Figure 1. Ports around the boundary.
Pins as bars across the die edge, other pins in gray.
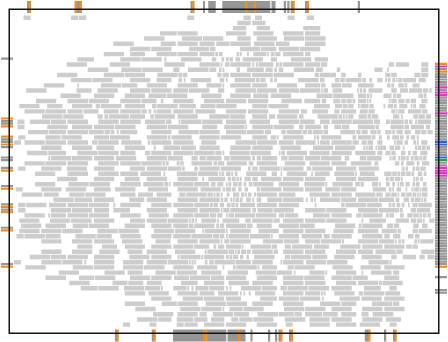
Figure 2. Sequential cells grouped by signal name.
Other cells in gray.
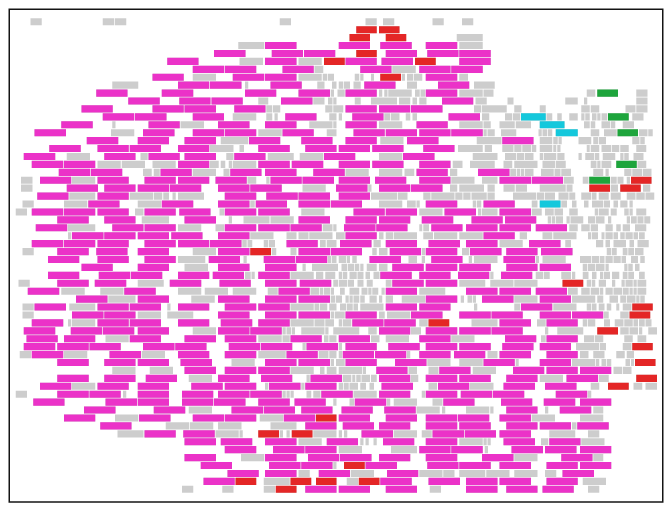
Figure 3. The metal 4 layer.
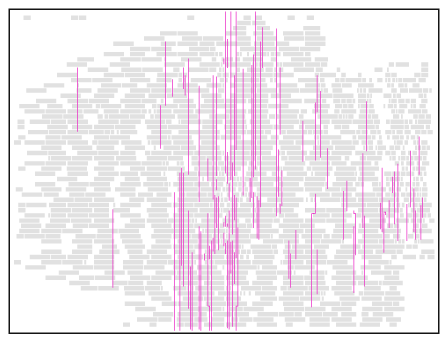
## src/rtl/npc_ras_predictor.sv

```systemverilog
// npc_ras_predictor: IF-stage next-fetch-PC selection (sequential / BTB / RAS) with a
// speculative return address stack that is repaired from a pipelined {cnt,sp} checkpoint.
// Optional build macro RAS_TOP_REPAIR_EN: the checkpoint also carries stack[sp] so that
// a top entry clobbered by a wrong-path push can be restored on repair.
module npc_ras_predictor #(
   parameter int unsigned ADDR_WIDTH = 30,
   parameter int unsigned FETCH_LOG  = 1,
   parameter int unsigned RAS_DEPTH  = 16,
   parameter logic [ADDR_WIDTH-1:0] RESET_PC = ADDR_WIDTH'(30'h1C00_0000),
   localparam int unsigned PTR_W = $clog2(RAS_DEPTH),
   localparam int unsigned CNT_W = PTR_W + 1,
`ifdef RAS_TOP_REPAIR_EN
   localparam int unsigned CKPT_W = ADDR_WIDTH + CNT_W + PTR_W
`else
   localparam int unsigned CKPT_W = CNT_W + PTR_W
`endif
) (
   input  logic                  clk,
   input  logic                  rst,
   input  logic                  stall,
   input  logic [ADDR_WIDTH-1:0] pc_reg,
   input  logic                  taken_pdc,
   input  logic [2:0]            kind_pdc,
   input  logic [ADDR_WIDTH-1:0] npc_btb,
   input  logic                  choice_btb_ras,
   input  logic [ADDR_WIDTH-1:0] call_ret_pdc,
   output logic [ADDR_WIDTH-1:0] npc_pdc,
   output logic [ADDR_WIDTH-1:0] npc_reg,
   output logic [CKPT_W-1:0]     ras_ckpt_pdc,
   output logic                  ras_empty,
   input  logic                  update_en,
   input  logic                  mis_pdc,
   input  logic [2:0]            kind_ex,
   input  logic [ADDR_WIDTH-1:0] ret_pc_ex,
   input  logic [CKPT_W-1:0]     ras_ckpt_ex
);

   localparam logic [2:0] KIND_DIRECT   = 3'd1;
   localparam logic [2:0] KIND_RET      = 3'd4;
   localparam logic [2:0] KIND_INDIRECT = 3'd5;
   localparam logic [2:0] KIND_CALL     = 3'd6;
   localparam logic [2:0] KIND_JUMP     = 3'd7;

   localparam logic [ADDR_WIDTH-1:0] BLK_MASK = ADDR_WIDTH'((2 ** FETCH_LOG) - 1);
   localparam logic [CNT_W-1:0]      CNT_FULL = CNT_W'(RAS_DEPTH);

   logic [PTR_W-1:0]      sp_q, sp_d;
   logic [CNT_W-1:0]      cnt_q, cnt_d;
   logic [ADDR_WIDTH-1:0] npc_reg_q, npc_reg_d;
   logic [ADDR_WIDTH-1:0] stack_q [RAS_DEPTH];

   logic [ADDR_WIDTH-1:0] stack_top;
   logic [ADDR_WIDTH-1:0] seq_pc;

   logic                  repair;
   logic [PTR_W-1:0]      ex_sp;
   logic [CNT_W-1:0]      ex_cnt;
   logic [PTR_W-1:0]      base_sp;
   logic [CNT_W-1:0]      base_cnt;
   logic [2:0]            op_kind;
   logic [ADDR_WIDTH-1:0] op_data;
   logic                  op_en;
   logic                  push_en;
   logic [PTR_W-1:0]      push_idx;
   logic [ADDR_WIDTH-1:0] push_data;

   assign stack_top = stack_q[sp_q];
   assign repair    = update_en && mis_pdc;
   assign ex_sp     = ras_ckpt_ex[PTR_W-1:0];
   assign ex_cnt    = ras_ckpt_ex[PTR_W+CNT_W-1:PTR_W];

`ifdef RAS_TOP_REPAIR_EN
   logic [ADDR_WIDTH-1:0] ex_top;
   assign ex_top       = ras_ckpt_ex[CKPT_W-1 -: ADDR_WIDTH];
   assign ras_ckpt_pdc = {stack_top, cnt_q, sp_q};
`else
   assign ras_ckpt_pdc = {cnt_q, sp_q};
`endif

   assign ras_empty = (cnt_q == '0);
   assign npc_reg   = npc_reg_q;

   // Next fetch PC: hold on stall, else sequential, BTB or RAS top by branch kind.
   always_comb begin
      seq_pc  = (pc_reg | BLK_MASK) + ADDR_WIDTH'(1);
      npc_pdc = seq_pc;
      if (stall) begin
         npc_pdc = pc_reg;
      end else if (taken_pdc) begin
         case (kind_pdc)
            KIND_RET:
               npc_pdc = (choice_btb_ras && (cnt_q != '0)) ? stack_top : npc_btb;
            KIND_DIRECT, KIND_INDIRECT, KIND_CALL, KIND_JUMP:
               npc_pdc = npc_btb;
            default:
               npc_pdc = seq_pc;
         endcase
      end
      npc_reg_d = npc_pdc;
   end

   // RAS next state: repair (checkpoint + EX op) wins over the speculative predict op.
   always_comb begin
      if (repair) begin
         base_sp  = ex_sp;
         base_cnt = ex_cnt;
         op_kind  = kind_ex;
         op_data  = ret_pc_ex;
         op_en    = 1'b1;
      end else begin
         base_sp  = sp_q;
         base_cnt = cnt_q;
         op_kind  = kind_pdc;
         op_data  = call_ret_pdc;
         op_en    = !stall && taken_pdc;
      end

      sp_d      = base_sp;
      cnt_d     = base_cnt;
      push_en   = 1'b0;
      push_idx  = base_sp + PTR_W'(1);
      push_data = op_data;

      if (op_en && (op_kind == KIND_CALL)) begin
         push_en = 1'b1;
         sp_d    = base_sp + PTR_W'(1);
         cnt_d   = (base_cnt >= CNT_FULL) ? CNT_FULL : base_cnt + CNT_W'(1);
      end else if (op_en && (op_kind == KIND_RET) && (base_cnt != '0)) begin
         sp_d  = base_sp - PTR_W'(1);
         cnt_d = base_cnt - CNT_W'(1);
      end
   end

   // Pointer, count and registered next-PC state.
   always_ff @(posedge clk) begin
      if (rst) begin
         sp_q      <= '0;
         cnt_q     <= '0;
         npc_reg_q <= RESET_PC;
      end else begin
         sp_q      <= sp_d;
         cnt_q     <= cnt_d;
         npc_reg_q <= npc_reg_d;
      end
   end

   // Stack storage (not reset); top restore and push target distinct entries.
   always_ff @(posedge clk) begin
`ifdef RAS_TOP_REPAIR_EN
      if (!rst && repair) begin
         stack_q[ex_sp] <= ex_top;
      end
`endif
      if (!rst && push_en) begin
         stack_q[push_idx] <= push_data;
      end
   end

endmodule

```

## config.mk

```make
export PLATFORM = sky130hd
export DESIGN_NAME = npc_ras_predictor
export DESIGN_NICKNAME = d
export VERILOG_FILES = /design/src/rtl/npc_ras_predictor.sv
export SDC_FILE = /design/constraint.sdc
export NUM_CORES = 1
export LEC_CHECK = 0
export CAP_MARGIN = 10
export CORE_ASPECT_RATIO = 0.75
export CORE_MARGIN = 1.5
export CORE_UTILIZATION = 60
export CTS_CLUSTER_DIAMETER = 80
export CTS_CLUSTER_SIZE = 24
export DETAILED_ROUTE_END_ITERATION = 6
export DONT_BUFFER_PORTS = 1
export GPL_ROUTABILITY_DRIVEN = 0
export PLACE_DENSITY = 0.87
export REMOVE_ABC_BUFFERS = 1
export SYNTH_ARGS = -nofsm -noshare
export SYNTH_HDL_FRONTEND = slang
export SYNTH_SLANG_ARGS = --single-unit
export TNS_END_PERCENT = 20
```

## constraint.sdc

```tcl
create_clock -name clk -period 11.9 [get_ports clk]
set_input_delay 3.57 -clock clk [delete_from_list [all_inputs] [get_ports clk]]
set_output_delay 3.57 -clock clk [all_outputs]
set_load 0.02 [all_outputs]
```

==> results.py <==
# Physical implementation metrics
metrics = {
    "synthesis": {
        "synth_area_sq_um": 21900,
        "xor_share": 0.00599,
        "synth.cellmix.adderShare": 0.00570,
        "ys_seq_share": 0.693,
        "synthCells": 1226,
        "logic_family": "multiplexers",
        "netlist_top_cells_area": "edfxtp_1 (66%), mux4_2 (12%), dfxtp_1 (3.6%)",
        "postSynthAreaPerCell_sq_um": 17.9,
        "yosysTopAreaCellShare": 0.657,
    },
    "timing": {
        "max_freq_mhz": 104,
        "fin_ws_ns": 2.30,
    },
    "route": {
        "top_layer": "met4",
        "firstDrtPassIters": 6,
        "avgViaCountPerCell": 7.47,
        "wl_um": 57900,
        "route.detailed.drc": 0,
        "wl_met3_um": 7750,
    },
    "pwr": {
        "ir_drop_mv": 0.101,
        "leakagePower_nw": 7.22,
    },
    "run_status": {
        "outcome": "completed",
    },
    "min_path": {
        "hold_class": "reg -> reg",
        "min_from": "sp_q[3]",
    },
    "final_layout": {
        "design_area_sq_um": 23300,
        "fillers": 2250,
        "drive_above_1_share": 0.199,
    },
    "clocking": {
        "ctsResizeCount": 0,
        "cts-root-buf": "clkbuf_16",
    },
    "die": {
        "core_sq_um": 36000,
        "dieHeight_um": 169,
    },
    "worst_setup_path": {
        "rr_worst_depth": 7,
        "cp.arrival_ns": 6.03,
        "r2r_slack_ns": 7.60,
    },
}
## Picture notes: Figure 1
Key: choice_btb_ras = green [pins 1, direction input, edge right]; ras_ckpt_ex = magenta [pins 9, direction input, edge right]; kind_ex = blue [pins 3, direction input, edge right]; call_ret_pdc = orange [pins 30, direction input, edge 10 left, 9 bottom, 8 top, 3 right]
All pins by edge: 82 right, 57 bottom, 49 top, 24 left.

## Picture notes: Figure 2
Key: npc_reg = red [flops 30]; sp_q = cyan [flops 4, where top right]; cnt_q = green [flops 5, where top right]; stack_q = magenta [flops 480, where all over the die]

## Picture notes: Figure 3
The longest straight run is 97.9 um. The wires run mostly vertical.

-- routing by layer --
layer / global-route usage / vias up
li1: - / 5012
met1: 0.415 / 6377
met2: 0.477 / 1113
met3: 0.0896 / 214
met4: 0.140 / 0
met5: 0 / -
-- final cells by class --
| type | instances | share of cell area |
|---|---|---|
| Sequential cell | 519 | 0.652 |
| Multi-Input combinational cell | 624 | 0.279 |
| Clock buffer | 44 | 0.0299 |
| Tap cell | 465 | 0.0250 |
| Timing Repair Buffer | 34 | 0.0114 |
| Inverter | 12 | 0.00193 |
| Antenna cell | 4 | 0.000429 |
| Clock inverter | 1 | 0.000376 |
-- synthesized netlist by cell type, drive strengths merged, types with 7 or more instances --
cell and n:
edfxtp 480, mux4 125, nand2 81, clkbuf 40, dfxtp 39, mux2 38
mux2i 38, buf 31, nand3 27, a21oi 26, nor2 25, o21ai 21
and2 16, nor3 16, o2bb2ai 15, nor4b 12, inv 11, a211oi 10
ha 10, o221ai 10, nand4 9, xnor2 9, a22oi 7, a31oi 7
and3 7, nor4 7, o22ai 7
-- worst min path at each step --
stage / endpoint / cells after the start
2_1_floorplan: npc_reg[0] / 5
3_3_place_gp: npc_reg[5] / 4
3_5_place_dp: npc_reg[0] / 5
4_1_cts: npc_reg[0] / 5
5_1_grt: npc_reg[5] / 4
6_report: npc_reg[5] / 4
-- power breakdown --
| group | leakage [nW] | internal [mW] | switching, mW |
|---|---|---|---|
| clock network | 0.335 | 0.402 | 0.538 |
| logic | 2.25 | 0.112 | 0.185 |
| registers | 4.64 | 2.01 | 0.0299 |
| total | 7.22 | 2.53 | 0.753 |
-- critical path, stage by stage --
cell	delay (ns)
ha_1	0.15
nand3_1	0.21
nor4_1	1.14
and3_1	0.30
mux2i_1	0.12
o211ai_1	0.55
Power and IR drop assume default switching activity.
